## config.mk

```make
export PLATFORM = sky130hd
export DESIGN_NAME = mmio_uart_tx
export DESIGN_NICKNAME = d
export VERILOG_FILES = /design/src/rtl/mmio_uart_tx.sv
export SDC_FILE = /design/constraint.sdc
export NUM_CORES = 1
export LEC_CHECK = 0
export ABC_AREA = 1
export ABC_CLOCK_PERIOD_IN_PS = 5100
export CAP_MARGIN = 5
export CORE_MARGIN = 2
export CORE_UTILIZATION = 25
export CTS_CLUSTER_DIAMETER = 60
export DETAILED_ROUTE_END_ITERATION = 8
export SYNTH_ARGS = -nofsm -noshare
export SYNTH_HDL_FRONTEND = slang
export SYNTH_SLANG_ARGS = --single-unit
```

## constraint.sdc

```tcl
create_clock -name clk -period 5.1 [get_ports clk]
set_clock_uncertainty 0.05 [all_clocks]
set_input_delay 1.275 -clock clk [delete_from_list [all_inputs] [get_ports clk]]
set_output_delay 1.275 -clock clk [all_outputs]
set_load 0.1 [all_outputs]
```

## src/rtl/mmio_uart_tx.sv

```systemverilog
// mmio_uart_tx: memory-mapped 8N1 UART transmitter for the CPU data bus.
// CPU stores to TXDATA push bytes into a TX FIFO. A baud-timed FSM sends
// each byte as one start bit (0), eight data bits LSB first and one stop
// bit (1). CPU loads return status and configuration without side effects.
//
// Ports:
//   clk          system clock
//   rst          synchronous active-high reset
//   re / we      bus read / write enable
//   addr_bus     byte address; bits [3:2] select the register inside the window
//   data_bus_in  write data
//   data_bus_out read data, zero unless this window is read (OR-mux friendly)
//   tx           registered serial line, idles high
//   irq          irq_en && FIFO empty && FSM idle
//
// Register map (offset from BASE_ADDR):
//   0x0 TXDATA   W  push [7:0]; reads 0
//   0x4 STATUS   RO [0] busy, [1] full, [2] empty, [3] overflow, [12:8] count
//   0x8 CTRL     RW [0] enable, [1] irq_en, [2] clr_ovf (write-only strobe)
//   0xC BAUD_DIV RW [15:0] clocks per bit, 0 behaves as 1
module mmio_uart_tx #(
  parameter logic [31:0] BASE_ADDR   = 32'h0000_1000,
  parameter int          FIFO_DEPTH  = 8,
  parameter logic [15:0] DEFAULT_DIV = 16'd868
) (
  input  logic        clk,
  input  logic        rst,
  input  logic        re,
  input  logic        we,
  input  logic [31:0] addr_bus,
  input  logic [31:0] data_bus_in,
  output logic [31:0] data_bus_out,
  output logic        tx,
  output logic        irq
);

  localparam int         AW      = $clog2(FIFO_DEPTH);
  localparam logic [4:0] DEPTH_C = 5'(FIFO_DEPTH);

  typedef enum logic [1:0] {
    ST_IDLE  = 2'd0,
    ST_START = 2'd1,
    ST_DATA  = 2'd2,
    ST_STOP  = 2'd3
  } state_t;

  // Configuration and sticky status
  logic        enable_r;
  logic        irq_en_r;
  logic        overflow_r;
  logic [15:0] baud_div_r;

  // FIFO storage
  logic [7:0]    fifo_mem_r [FIFO_DEPTH];
  logic [AW-1:0] wr_ptr_r;
  logic [AW-1:0] rd_ptr_r;
  logic [4:0]    count_r;

  // Transmit engine
  state_t      state_r, state_nx;
  logic [15:0] baud_cnt_r, baud_cnt_nx;
  logic [2:0]  bit_cnt_r, bit_cnt_nx;
  logic [7:0]  shift_r, shift_nx;
  logic        tx_r, tx_nx;
  logic        pop_s;

  // Bus decode
  logic        hit_s;
  logic [1:0]  sel_s;
  logic        wr_hit_s;
  logic        push_req_s;
  logic        push_ok_s;
  logic        ovf_set_s;
  logic        clr_ovf_s;
  logic        full_s;
  logic        empty_s;
  logic        busy_s;
  logic [15:0] div_eff_s;
  logic        unused_bits_s;

  assign hit_s      = (addr_bus[31:4] == BASE_ADDR[31:4]);
  assign sel_s      = addr_bus[3:2];
  assign wr_hit_s   = we && hit_s;
  assign full_s     = (count_r == DEPTH_C);
  assign empty_s    = (count_r == 5'd0);
  assign busy_s     = (state_r != ST_IDLE);
  // A push into a full FIFO still fits if the FSM frees a slot on the same edge.
  assign push_req_s = wr_hit_s && (sel_s == 2'd0);
  assign push_ok_s  = push_req_s && (!full_s || pop_s);
  assign ovf_set_s  = push_req_s && !push_ok_s;
  assign clr_ovf_s  = wr_hit_s && (sel_s == 2'd2) && data_bus_in[2];
  assign div_eff_s  = (baud_div_r == 16'd0) ? 16'd1 : baud_div_r;

  assign unused_bits_s = ^{addr_bus[1:0], data_bus_in[31:16]};

  assign tx  = tx_r;
  assign irq = irq_en_r && empty_s && (state_r == ST_IDLE);

  // Combinational read mux; zero outside the window so it can be OR-ed with memory
  always_comb begin
    data_bus_out = 32'd0;
    if (re && hit_s) begin
      case (sel_s)
        2'd0:    data_bus_out = 32'd0;
        2'd1:    data_bus_out = {19'd0, count_r, 4'd0, overflow_r, empty_s, full_s, busy_s};
        2'd2:    data_bus_out = {30'd0, irq_en_r, enable_r};
        2'd3:    data_bus_out = {16'd0, baud_div_r};
        default: data_bus_out = 32'd0;
      endcase
    end else begin
      data_bus_out = 32'd0;
    end
  end

  // CTRL, BAUD_DIV and sticky overflow (a coinciding overflow beats clr_ovf)
  always_ff @(posedge clk) begin
    if (rst) begin
      enable_r   <= 1'b1;
      irq_en_r   <= 1'b0;
      overflow_r <= 1'b0;
      baud_div_r <= DEFAULT_DIV;
    end else begin
      if (wr_hit_s && (sel_s == 2'd2)) begin
        enable_r <= data_bus_in[0];
        irq_en_r <= data_bus_in[1];
      end
      if (wr_hit_s && (sel_s == 2'd3)) begin
        baud_div_r <= data_bus_in[15:0];
      end
      if (ovf_set_s) begin
        overflow_r <= 1'b1;
      end else if (clr_ovf_s) begin
        overflow_r <= 1'b0;
      end
    end
  end

  // FIFO data array (no reset needed, validity is tracked by count_r)
  always_ff @(posedge clk) begin
    if (push_ok_s) begin
      fifo_mem_r[wr_ptr_r] <= data_bus_in[7:0];
    end
  end

  // FIFO pointers and occupancy
  always_ff @(posedge clk) begin
    if (rst) begin
      wr_ptr_r <= '0;
      rd_ptr_r <= '0;
      count_r  <= 5'd0;
    end else begin
      if (push_ok_s) begin
        wr_ptr_r <= wr_ptr_r + AW'(1);
      end
      if (pop_s) begin
        rd_ptr_r <= rd_ptr_r + AW'(1);
      end
      case ({push_ok_s, pop_s})
        2'b10:   count_r <= count_r + 5'd1;
        2'b01:   count_r <= count_r - 5'd1;
        default: count_r <= count_r;
      endcase
    end
  end

  // Transmit FSM state and datapath registers
  always_ff @(posedge clk) begin
    if (rst) begin
      state_r    <= ST_IDLE;
      baud_cnt_r <= 16'd0;
      bit_cnt_r  <= 3'd0;
      shift_r    <= 8'd0;
      tx_r       <= 1'b1;
    end else begin
      state_r    <= state_nx;
      baud_cnt_r <= baud_cnt_nx;
      bit_cnt_r  <= bit_cnt_nx;
      shift_r    <= shift_nx;
      tx_r       <= tx_nx;
    end
  end

  // Transmit FSM next state; tx_nx is the line level belonging to the next
  // state, so the registered tx changes on the same edge as the state.
  always_comb begin
    state_nx    = state_r;
    baud_cnt_nx = baud_cnt_r;
    bit_cnt_nx  = bit_cnt_r;
    shift_nx    = shift_r;
    tx_nx       = tx_r;
    pop_s       = 1'b0;
    case (state_r)
      ST_IDLE: begin
        tx_nx = 1'b1;
        if (enable_r && !empty_s) begin
          pop_s       = 1'b1;
          shift_nx    = fifo_mem_r[rd_ptr_r];
          baud_cnt_nx = div_eff_s - 16'd1;
          bit_cnt_nx  = 3'd0;
          state_nx    = ST_START;
          tx_nx       = 1'b0;
        end else begin
          state_nx = ST_IDLE;
        end
      end
      ST_START: begin
        if (baud_cnt_r == 16'd0) begin
          baud_cnt_nx = div_eff_s - 16'd1;
          state_nx    = ST_DATA;
          tx_nx       = shift_r[0];
        end else begin
          baud_cnt_nx = baud_cnt_r - 16'd1;
        end
      end
      ST_DATA: begin
        if (baud_cnt_r == 16'd0) begin
          baud_cnt_nx = div_eff_s - 16'd1;
          if (bit_cnt_r == 3'd7) begin
            state_nx = ST_STOP;
            tx_nx    = 1'b1;
          end else begin
            bit_cnt_nx = bit_cnt_r + 3'd1;
            shift_nx   = {1'b0, shift_r[7:1]};
            tx_nx      = shift_r[1];
          end
        end else begin
          baud_cnt_nx = baud_cnt_r - 16'd1;
        end
      end
      ST_STOP: begin
        tx_nx = 1'b1;
        if (baud_cnt_r == 16'd0) begin
          state_nx = ST_IDLE;
        end else begin
          baud_cnt_nx = baud_cnt_r - 16'd1;
        end
      end
      default: begin
        state_nx = ST_IDLE;
        tx_nx    = 1'b1;
      end
    endcase
  end

endmodule

```

Figure 1. I/O pins on the die edge.
Pins as bars across the die edge, other pins in gray.
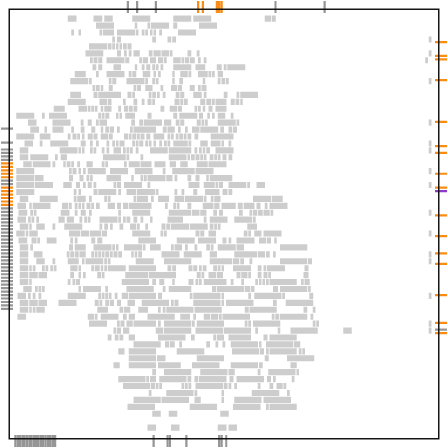
tx: shown in purple, pins 1, direction output, edge east. data_bus_out: shown in orange, pins 32, direction output, edge 16 east, 11 west, 5 north.
All pins by edge: 49 west, 25 south, 18 east, 10 north.
chip width: 168 µm
Die Height: 168 µm

Figure 2. Nets reached from selected ports.
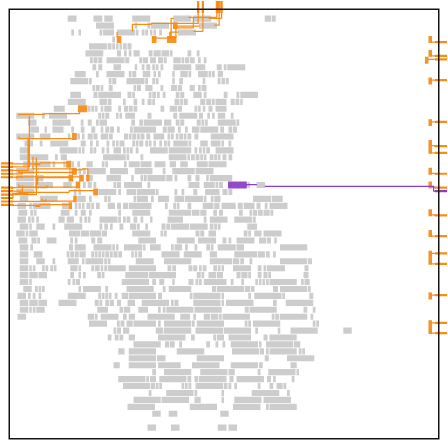
tx: shown in purple, bits 1, direction output, edge east, end cells 1, buffers 1, wire 74.2 µm. data_bus_out: shown in orange, bits 32, direction output, edge 16 east, 11 west, 5 north, end cells 32, buffers 16, wire 553 µm.
number of I/O pins: 102
port bufs: 67

## how the worst min path moves through the flow
stage | to | cells after the start
final | flip-flop | 1
after global routing | shift_r[4]$_SDFFE_PP0P_ | 2
after CTS | flip-flop | 1
after detailed placement | rd_ptr_r[2]$_SDFFE_PP0P_ | 1
after global placement | flip-flop | 1
after floorplan | flip-flop | 1
## final cells by class
type	instances	area [µm²]	area share, %
clock inverter	15	166	1.97
clock buffer	17	425	5.03
inverter	96	360	4.26
timing repair buffer	78	906	10.7
sequential	127	3180	37.7
tap	341	427	5.05
multi-input combinational	564	2980	35.3
## layer usage
layer	vias to the layer above	wire length, µm
met5	-	0
met4	0	363
met3	30	1000
met2	199	7750
met1	2638	7510
li1	2856	-
## cell usage after synthesis (all sizes together), types with 13 or more instances
cell type / count
edfxtp: 64
dfxtp: 63
nand2: 146
o211ai: 13
nor2: 121
ha: 14
buf: 28
a21oi: 47
nor3: 21
xor2: 16
o21ai: 72
inv: 96
clkbuf: 17
a211oi: 15
nand3: 43
## through the flow
stage | TNS, ns | utilization, % | total power (µW) | hold WS, ns
3_3_place_gp | 0 | 29.5 | 2860 | 0.381
6_report | 0 | 31.7 | 4090 | 0.413
5_1_grt | 0 | 31.7 | 4370 | 0.431
4_1_cts | 0 | 31.7 | 4100 | 0.408
2_1_floorplan | -0.800 | - | 2560 | 0.362
3_5_place_dp | 0 | 29.5 | 2890 | 0.388
## state kept, by name (all words and copies together) (netlist names), named ones only
signal and flops:
fifo_mem_r 64, tx 1, state_r 2, enable_r 1
irq_en_r 1, baud_cnt_r 16, bit_cnt_r 3, count_r 5
rd_ptr_r 3, shift_r 8, overflow_r 1, wr_ptr_r 3
baud_div_r 16
## power by group
part / internal, µW / switching [µW]
combinational: 524 / 1010
clock: 657 / 546
sequential: 1200 / 156
total: 2380 / 1710
==> results.yml <==
# synthesis and place-and-route metrics
final_layout:
  lay_top_cells: "140 x nand2_1, 113 x nor2_1, 92 x inv_1"
  num_antenna_cells: 0
sta:
  slew_headroom_pct: 27.8
  setup_slack_ns: 0.661
  final.period_utilization_pct: 87.0
worst_setup_path:
  reg2reg_to: "count_r[4]$_SDFFE_PP0P_"
  cp-start-kind: "input port"
  arrival_ns: 3.11
  worstSetupEndpoint: "data_bus_out[12]"
  critPathTopFamily: "buffers and inverters"
  worstPathCellList: "clkdlybuf4s50_1 > nand2_1 > inv_1 > nand2_1 > a21oi_1 > buf_12"
clock_network:
  cts_buffer_depth: 2
  htreeDepth: 4
  path_clk_slew_ns: 0.06
  cts_buffers: 17
  clock_latency_ns: 0.43
drt:
  drcViolationCount: 0
  num_vias: 5723
placed_design:
  hpwl_um: 11900
  place_inst: 1206
yosys:
  avgSynthCellArea_um2: 8.23
  synthTopCellsByArea: "edfxtp_1 29%, dfxtp_1 19%, nand2_1 7.8%"
  synthArstFlopShare_pct: 0
  synth-adder-area-share_pct: 2.90
  ys_sh_aoi_pct: 15.4
floorplanning:
  initial_core_util_pct: 25.2
  rows: 60
grt:
  grt_use_met1_pct: 15.2
  grt_pass1_wl_um: 27700
  top_usage_layer: "met2"
status:
  status: "complete, no violations"
Power and IR drop assume default switching activity.
